**src/rtl/gate_truth_table_reader_if.sv**
```systemverilog
// Request/result and gate-under-test signals for gate_truth_table_reader.
// master: the requester that also closes the GUT loop; slave: the reader itself.
interface gate_truth_table_reader_if;
    logic       start;
    logic       gut_a;
    logic       gut_b;
    logic       gut_z;
    logic       busy;
    logic       done;
    logic [3:0] truth_table;
    logic [2:0] gate_code;
    logic       err;

    modport master (
        output start,
        output gut_z,
        input  gut_a,
        input  gut_b,
        input  busy,
        input  done,
        input  truth_table,
        input  gate_code,
        input  err
    );

    modport slave (
        input  start,
        input  gut_z,
        output gut_a,
        output gut_b,
        output busy,
        output done,
        output truth_table,
        output gate_code,
        output err
    );
endinterface

```
**src/rtl/gate_truth_table_reader.sv**
```systemverilog
// Drives the four input vectors of a 2-input gate, captures its truth table and decodes the gate type.
// Optional GATE_READER_DOUBLE_SAMPLE_EN: two samples per vector, mismatch sets err and forces gate_code to 0.
module gate_truth_table_reader #(
    parameter int unsigned SETTLE_CYCLES = 2
) (
    input  logic                       clk,
    input  logic                       rst,
    gate_truth_table_reader_if.slave   bus
);

    localparam int unsigned CW = (SETTLE_CYCLES < 1) ? 1 : $clog2(SETTLE_CYCLES + 1);

    if (SETTLE_CYCLES < 1) begin : g_bad_settle
        $error("SETTLE_CYCLES must be at least 1");
    end

    typedef enum logic [1:0] {
        S_IDLE,
        S_APPLY,
        S_SAMPLE,
        S_DECODE
    } state_t;

    state_t          r_state;
    state_t          w_state_nxt;
    logic [1:0]      r_idx;
    logic [1:0]      w_idx_nxt;
    logic [1:0]      w_idx_inc;
    logic [CW-1:0]   r_cnt;
    logic [CW-1:0]   w_cnt_nxt;
    logic [CW-1:0]   w_cnt_inc;
    logic            r_gut_a;
    logic            w_gut_a_nxt;
    logic            r_gut_b;
    logic            w_gut_b_nxt;
    logic            r_busy;
    logic            w_busy_nxt;
    logic            r_done;
    logic            w_done_nxt;
    logic [3:0]      r_tt;
    logic [3:0]      w_tt_nxt;
    logic [2:0]      r_code;
    logic [2:0]      w_code_nxt;
    logic [2:0]      w_decoded;
    logic            w_capture;

`ifdef GATE_READER_DOUBLE_SAMPLE_EN
    logic            r_phase;
    logic            w_phase_nxt;
    logic            r_s0;
    logic            w_s0_nxt;
    logic            r_err;
    logic            w_err_nxt;

    // Second SAMPLE cycle is the one that commits into the truth table.
    assign w_capture = r_phase;
`else
    assign w_capture = 1'b1;
`endif

    assign w_idx_inc = r_idx + 2'd1;
    assign w_cnt_inc = r_cnt + CW'(1);

    always_comb begin
        w_decoded = 3'd0;
        case (r_tt)
            4'b1000: w_decoded = 3'd1;
            4'b0111: w_decoded = 3'd2;
            4'b1110: w_decoded = 3'd3;
            4'b0001: w_decoded = 3'd4;
            4'b0110: w_decoded = 3'd5;
            4'b1001: w_decoded = 3'd6;
            4'b0000,
            4'b1111: w_decoded = 3'd7;
            default: w_decoded = 3'd0;
        endcase
    end

    always_comb begin
        w_state_nxt = r_state;
        w_idx_nxt   = r_idx;
        w_cnt_nxt   = r_cnt;
        w_gut_a_nxt = r_gut_a;
        w_gut_b_nxt = r_gut_b;
        w_busy_nxt  = r_busy;
        w_done_nxt  = 1'b0;
        w_tt_nxt    = r_tt;
        w_code_nxt  = r_code;
`ifdef GATE_READER_DOUBLE_SAMPLE_EN
        w_phase_nxt = r_phase;
        w_s0_nxt    = r_s0;
        w_err_nxt   = r_err;
`endif

        case (r_state)
            S_IDLE: begin
                if (bus.start) begin
                    w_state_nxt = S_APPLY;
                    w_idx_nxt   = 2'd0;
                    w_cnt_nxt   = '0;
                    w_gut_a_nxt = 1'b0;
                    w_gut_b_nxt = 1'b0;
                    w_busy_nxt  = 1'b1;
                    w_tt_nxt    = '0;
                    w_code_nxt  = '0;
`ifdef GATE_READER_DOUBLE_SAMPLE_EN
                    w_phase_nxt = 1'b0;
                    w_err_nxt   = 1'b0;
`endif
                end
            end

            S_APPLY: begin
                w_cnt_nxt = w_cnt_inc;
                if (w_cnt_inc == CW'(SETTLE_CYCLES)) begin
                    w_state_nxt = S_SAMPLE;
                end
            end

            S_SAMPLE: begin
`ifdef GATE_READER_DOUBLE_SAMPLE_EN
                w_phase_nxt = ~r_phase;
                if (!r_phase) begin
                    w_s0_nxt = bus.gut_z;
                end else if (r_s0 != bus.gut_z) begin
                    w_err_nxt = 1'b1;
                end
`endif
                if (w_capture) begin
                    w_tt_nxt[r_idx] = bus.gut_z;
                    if (r_idx != 2'd3) begin
                        w_idx_nxt   = w_idx_inc;
                        w_gut_a_nxt = w_idx_inc[1];
                        w_gut_b_nxt = w_idx_inc[0];
                        w_cnt_nxt   = '0;
                        w_state_nxt = S_APPLY;
                    end else begin
                        w_state_nxt = S_DECODE;
                    end
                end
            end

            S_DECODE: begin
`ifdef GATE_READER_DOUBLE_SAMPLE_EN
                w_code_nxt  = r_err ? 3'd0 : w_decoded;
`else
                w_code_nxt  = w_decoded;
`endif
                w_done_nxt  = 1'b1;
                w_busy_nxt  = 1'b0;
                w_gut_a_nxt = 1'b0;
                w_gut_b_nxt = 1'b0;
                w_state_nxt = S_IDLE;
            end

            default: begin
                w_state_nxt = S_IDLE;
            end
        endcase
    end

    always_ff @(posedge clk) begin
        if (rst) begin
            r_state <= S_IDLE;
            r_idx   <= 2'd0;
            r_cnt   <= '0;
            r_gut_a <= 1'b0;
            r_gut_b <= 1'b0;
            r_busy  <= 1'b0;
            r_done  <= 1'b0;
            r_tt    <= '0;
            r_code  <= '0;
        end else begin
            r_state <= w_state_nxt;
            r_idx   <= w_idx_nxt;
            r_cnt   <= w_cnt_nxt;
            r_gut_a <= w_gut_a_nxt;
            r_gut_b <= w_gut_b_nxt;
            r_busy  <= w_busy_nxt;
            r_done  <= w_done_nxt;
            r_tt    <= w_tt_nxt;
            r_code  <= w_code_nxt;
        end
    end

`ifdef GATE_READER_DOUBLE_SAMPLE_EN
    always_ff @(posedge clk) begin
        if (rst) begin
            r_phase <= 1'b0;
            r_s0    <= 1'b0;
            r_err   <= 1'b0;
        end else begin
            r_phase <= w_phase_nxt;
            r_s0    <= w_s0_nxt;
            r_err   <= w_err_nxt;
        end
    end

    assign bus.err = r_err;
`else
    assign bus.err = 1'b0;
`endif

    assign bus.gut_a       = r_gut_a;
    assign bus.gut_b       = r_gut_b;
    assign bus.busy        = r_busy;
    assign bus.done        = r_done;
    assign bus.truth_table = r_tt;
    assign bus.gate_code   = r_code;

endmodule

```
**src/flat_wrapper.sv**
```systemverilog
// flat-port wrapper written by rule: the top's interface ports become plain ports
module gate_truth_table_reader_flat 
#(
    parameter int unsigned SETTLE_CYCLES = 2
)
  (clk, rst, bus_start, bus_gut_z, bus_gut_a, bus_gut_b, bus_busy, bus_done, bus_truth_table, bus_gate_code, bus_err);
  gate_truth_table_reader_if bus_i ();
  input  logic clk;
  input  logic rst;
  input wire logic [$bits(bus_i.start)-1:0] bus_start;
  input wire logic [$bits(bus_i.gut_z)-1:0] bus_gut_z;
  output wire logic [$bits(bus_i.gut_a)-1:0] bus_gut_a;
  output wire logic [$bits(bus_i.gut_b)-1:0] bus_gut_b;
  output wire logic [$bits(bus_i.busy)-1:0] bus_busy;
  output wire logic [$bits(bus_i.done)-1:0] bus_done;
  output wire logic [$bits(bus_i.truth_table)-1:0] bus_truth_table;
  output wire logic [$bits(bus_i.gate_code)-1:0] bus_gate_code;
  output wire logic [$bits(bus_i.err)-1:0] bus_err;
  assign bus_i.start = bus_start;
  assign bus_i.gut_z = bus_gut_z;
  assign bus_gut_a = bus_i.gut_a;
  assign bus_gut_b = bus_i.gut_b;
  assign bus_busy = bus_i.busy;
  assign bus_done = bus_i.done;
  assign bus_truth_table = bus_i.truth_table;
  assign bus_gate_code = bus_i.gate_code;
  assign bus_err = bus_i.err;
  gate_truth_table_reader #(.SETTLE_CYCLES(SETTLE_CYCLES)) u_core (.clk(clk), .rst(rst), .bus(bus_i));
endmodule
```
**config.mk**
```make
export PLATFORM = sky130hd
export DESIGN_NAME = gate_truth_table_reader_flat
export DESIGN_NICKNAME = d
export VERILOG_FILES = /design/src/rtl/gate_truth_table_reader_if.sv /design/src/rtl/gate_truth_table_reader.sv /design/src/flat_wrapper.sv
export SDC_FILE = /design/constraint.sdc
export NUM_CORES = 1
export LEC_CHECK = 0
export CAP_MARGIN = 15
export CORE_MARGIN = 2
export CORE_UTILIZATION = 40
export CTS_CLUSTER_SIZE = 28
export DETAILED_ROUTE_END_ITERATION = 10
export DONT_BUFFER_PORTS = 1
export GPL_TIMING_DRIVEN = 0
export SETUP_SLACK_MARGIN = 0.15
export SYNTH_ARGS = -nofsm -noshare
export SYNTH_HDL_FRONTEND = slang
export SYNTH_SLANG_ARGS = --single-unit
```
**constraint.sdc**
```tcl
create_clock -name clk -period 3.35 [get_ports clk]
set_clock_uncertainty 0.1 [all_clocks]
set_input_delay 1.005 -clock clk [delete_from_list [all_inputs] [get_ports clk]]
set_output_delay 1.005 -clock clk [all_outputs]
set_load 0.02 [all_outputs]
```
Figure 1. The clock network.
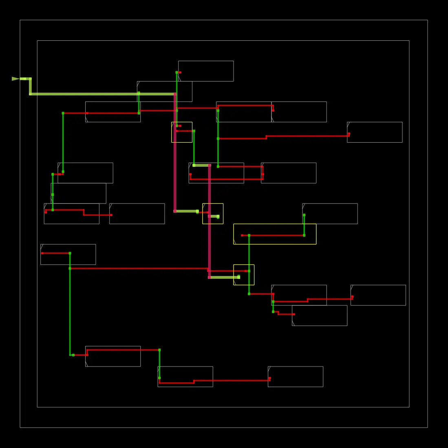
layout clock buffer count: 3
total clock network power: 206 uW
total CTS buffers: 3
Flops: 20
CTS sink count: 20

Figure 2. M2 wires.
Scale: 8 px per um. Cells faint in the background.
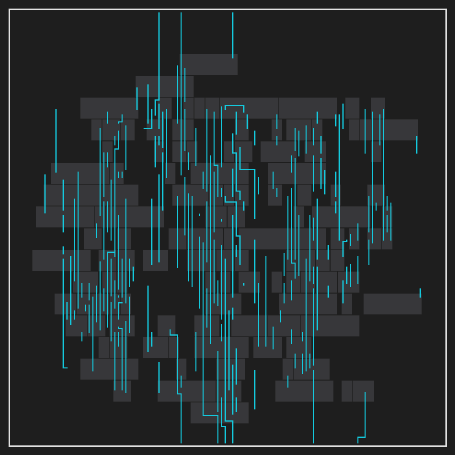
wire length on this layer = 1000 um
nets with wire on the layer = 111

==> summary.txt <==
Here are the numbers from the latest Yosys + OpenROAD run.

The global route stage reports its total congestion overflow as 0. Setup repair after global routing left no endpoint under its margin. The sequential share of the synthesized area came out at 0.394. The final weighted congestion in routability-driven placement came out at 0.739.

The clock network latency to the later pin of the worst-skew pair came out at 310 ps. The core area came out at 0.00243 sq mm. The mean instance size in the synthesized netlist came out at 8.55 sq um. The first-iteration detailed-routing DRC count came out at 8. The routed via count came out at 847. The final layout net count came out at 133. The layer with the highest usage after global routing is met2. The wire length recorded after detailed routing is 2160 um. The run finished with clean final reports. The analysis attributes to net switching a power of 118 uW. The maximum operating frequency is 495 MHz. For the final routed database, the setup TNS stands at 0 ps. Of the total power, combinational logic draws 0.084. The total of warnings raised by yosys is 0. Yosys stat counts 119 cells in the synthesized netlist. In this run the worst hold path is classified as reg -> reg. The startpoint of the most critical setup path is u_core.r_idx[0]$_SDFFE_PP0P_.

Per the synthesis report, the adder-cell share of the synthesized area is 0.0615. Signal nets in the final route climb as high as met4. The global router's overall resource usage came out at 0.174.

The height of the die is 54.4 um. The power report attributes to the clock group a share of 0.414. The library cell used most frequently in the layout, excluding fill and tap cells, is dfxtp_1. The parity-gate share of the synthesized area counting xor and xnor cells is 0.00861.

The global-route met2 utilization is 0.279. The area of the chip came out at 0.00296 sq mm. TritonCTS built the clock tree.

The report lists the number of standard-cell rows as 18. The number of gates resized after CTS was 0. The main logic family after synthesis is AND-OR/OR-AND gates. The post-synthesis share of cell area spent on and-or and or-and gates is 0.232. The number of buffers inserted by hold repair at cts is 0.
==> metrics by stage <==
step           hold WS (ps)  area [sq um]  std cells  setup WS, ps  power [mW]
2_1_floorplan           354          1020        119          1380       0.288
3_3_place_gp            364          1050        149          1280       0.296
3_5_place_dp            378          1050        149          1250       0.297
4_1_cts                 398          1110        153          1360       0.499
5_1_grt                 420          1110        153          1190       0.517
6_report                394          1110        153          1330       0.498
==> state kept, by name (all words and copies together) (netlist names) <==
signal	count
u_core.r_state	2
u_core.bus.gut_a	1
u_core.bus.busy	1
u_core.r_cnt	2
u_core.bus.gate_code	3
u_core.bus.truth_table	4
u_core.bus.done	1
u_core.bus.gut_b	1
u_core.w_decoded	3
u_core.r_idx	2
==> power by group through the flow <==
stage / Clock, mW / Combinational [mW] / Sequential (mW)
floorplan: 0 / 0.0340 / 0.254
global placement: 0 / 0.0412 / 0.255
detailed placement: 0 / 0.0419 / 0.255
CTS: 0.207 / 0.0422 / 0.250
global route: 0.218 / 0.0476 / 0.251
finish: 0.206 / 0.0420 / 0.250
==> layout make-up <==
cell class	instances	area, sq um	share of cell area
clock buffer	3	22.5	0.0203
clock inverter	1	30.0	0.0271
inverter	6	22.5	0.0203
multi-input combinational	87	557	0.503
buffer	6	37.5	0.0339
tap	30	37.5	0.0339
sequential	20	400	0.362
==> cell usage after synthesis (all sizes together) <==
master / count / area share
and4b: 2 / 0.020
nor4: 3 / 0.018
o21ai: 9 / 0.055
xnor2: 1 / 0.0086
and3b: 3 / 0.026
a211oi: 2 / 0.032
nor2: 19 / 0.070
dfxtp: 20 / 0.39
nand2: 7 / 0.026
and2: 1 / 0.0062
nand3: 1 / 0.0049
ha: 5 / 0.062
a21boi: 1 / 0.0074
nor3: 1 / 0.0049
mux2i: 1 / 0.0098
nand4: 2 / 0.012
a21oi: 11 / 0.054
conb: 1 / 0.0037
a21o: 1 / 0.0074
a221oi: 1 / 0.0086
nand2b: 3 / 0.018
a31o: 1 / 0.0086
nor2b: 2 / 0.012
o21bai: 2 / 0.026
buf: 6 / 0.037
or3: 2 / 0.012
a31oi: 3 / 0.018
a22oi: 2 / 0.015
inv: 6 / 0.022
==> worst max-delay path: stages, from the launching register on <==
cell and delay, ps:
dfxtp_1 500, ha_1 340, and3b_1 220, a211oi_2 330, nand2b_1 160, a31oi_1 190
o21ai_1 80
==> kinds of logic (layout without fill, tap and decap cells) <==
| family | count (synthesis) | in the layout |
|---|---|---|
| AND-OR/OR-AND | 33 | 33 |
| adder cells (fa/ha/maj) | 5 | 5 |
| flip-flops | 20 | 20 |
| buffers and inverters | 12 | 16 |
| AND/OR/NAND/NOR | 46 | 46 |
| other | 1 | 1 |
| XOR/XNOR | 1 | 1 |
| multiplexers | 1 | 1 |
==> path summary, 6_finish.rpt <==
check | endpoint | slack, ps | cells after the start
max | u_core.w_decoded[1]$_DFF_P_ | 1330 | 6
min | u_core.bus.gate_code[2]$_SDFFE_PP0P_ | 390 | 2
max reg2reg | u_core.w_decoded[1]$_DFF_P_ | 1330 | 6
min reg2reg | u_core.bus.gate_code[2]$_SDFFE_PP0P_ | 390 | 2
No activity file was given, so power comes from the tool's default toggle rates.
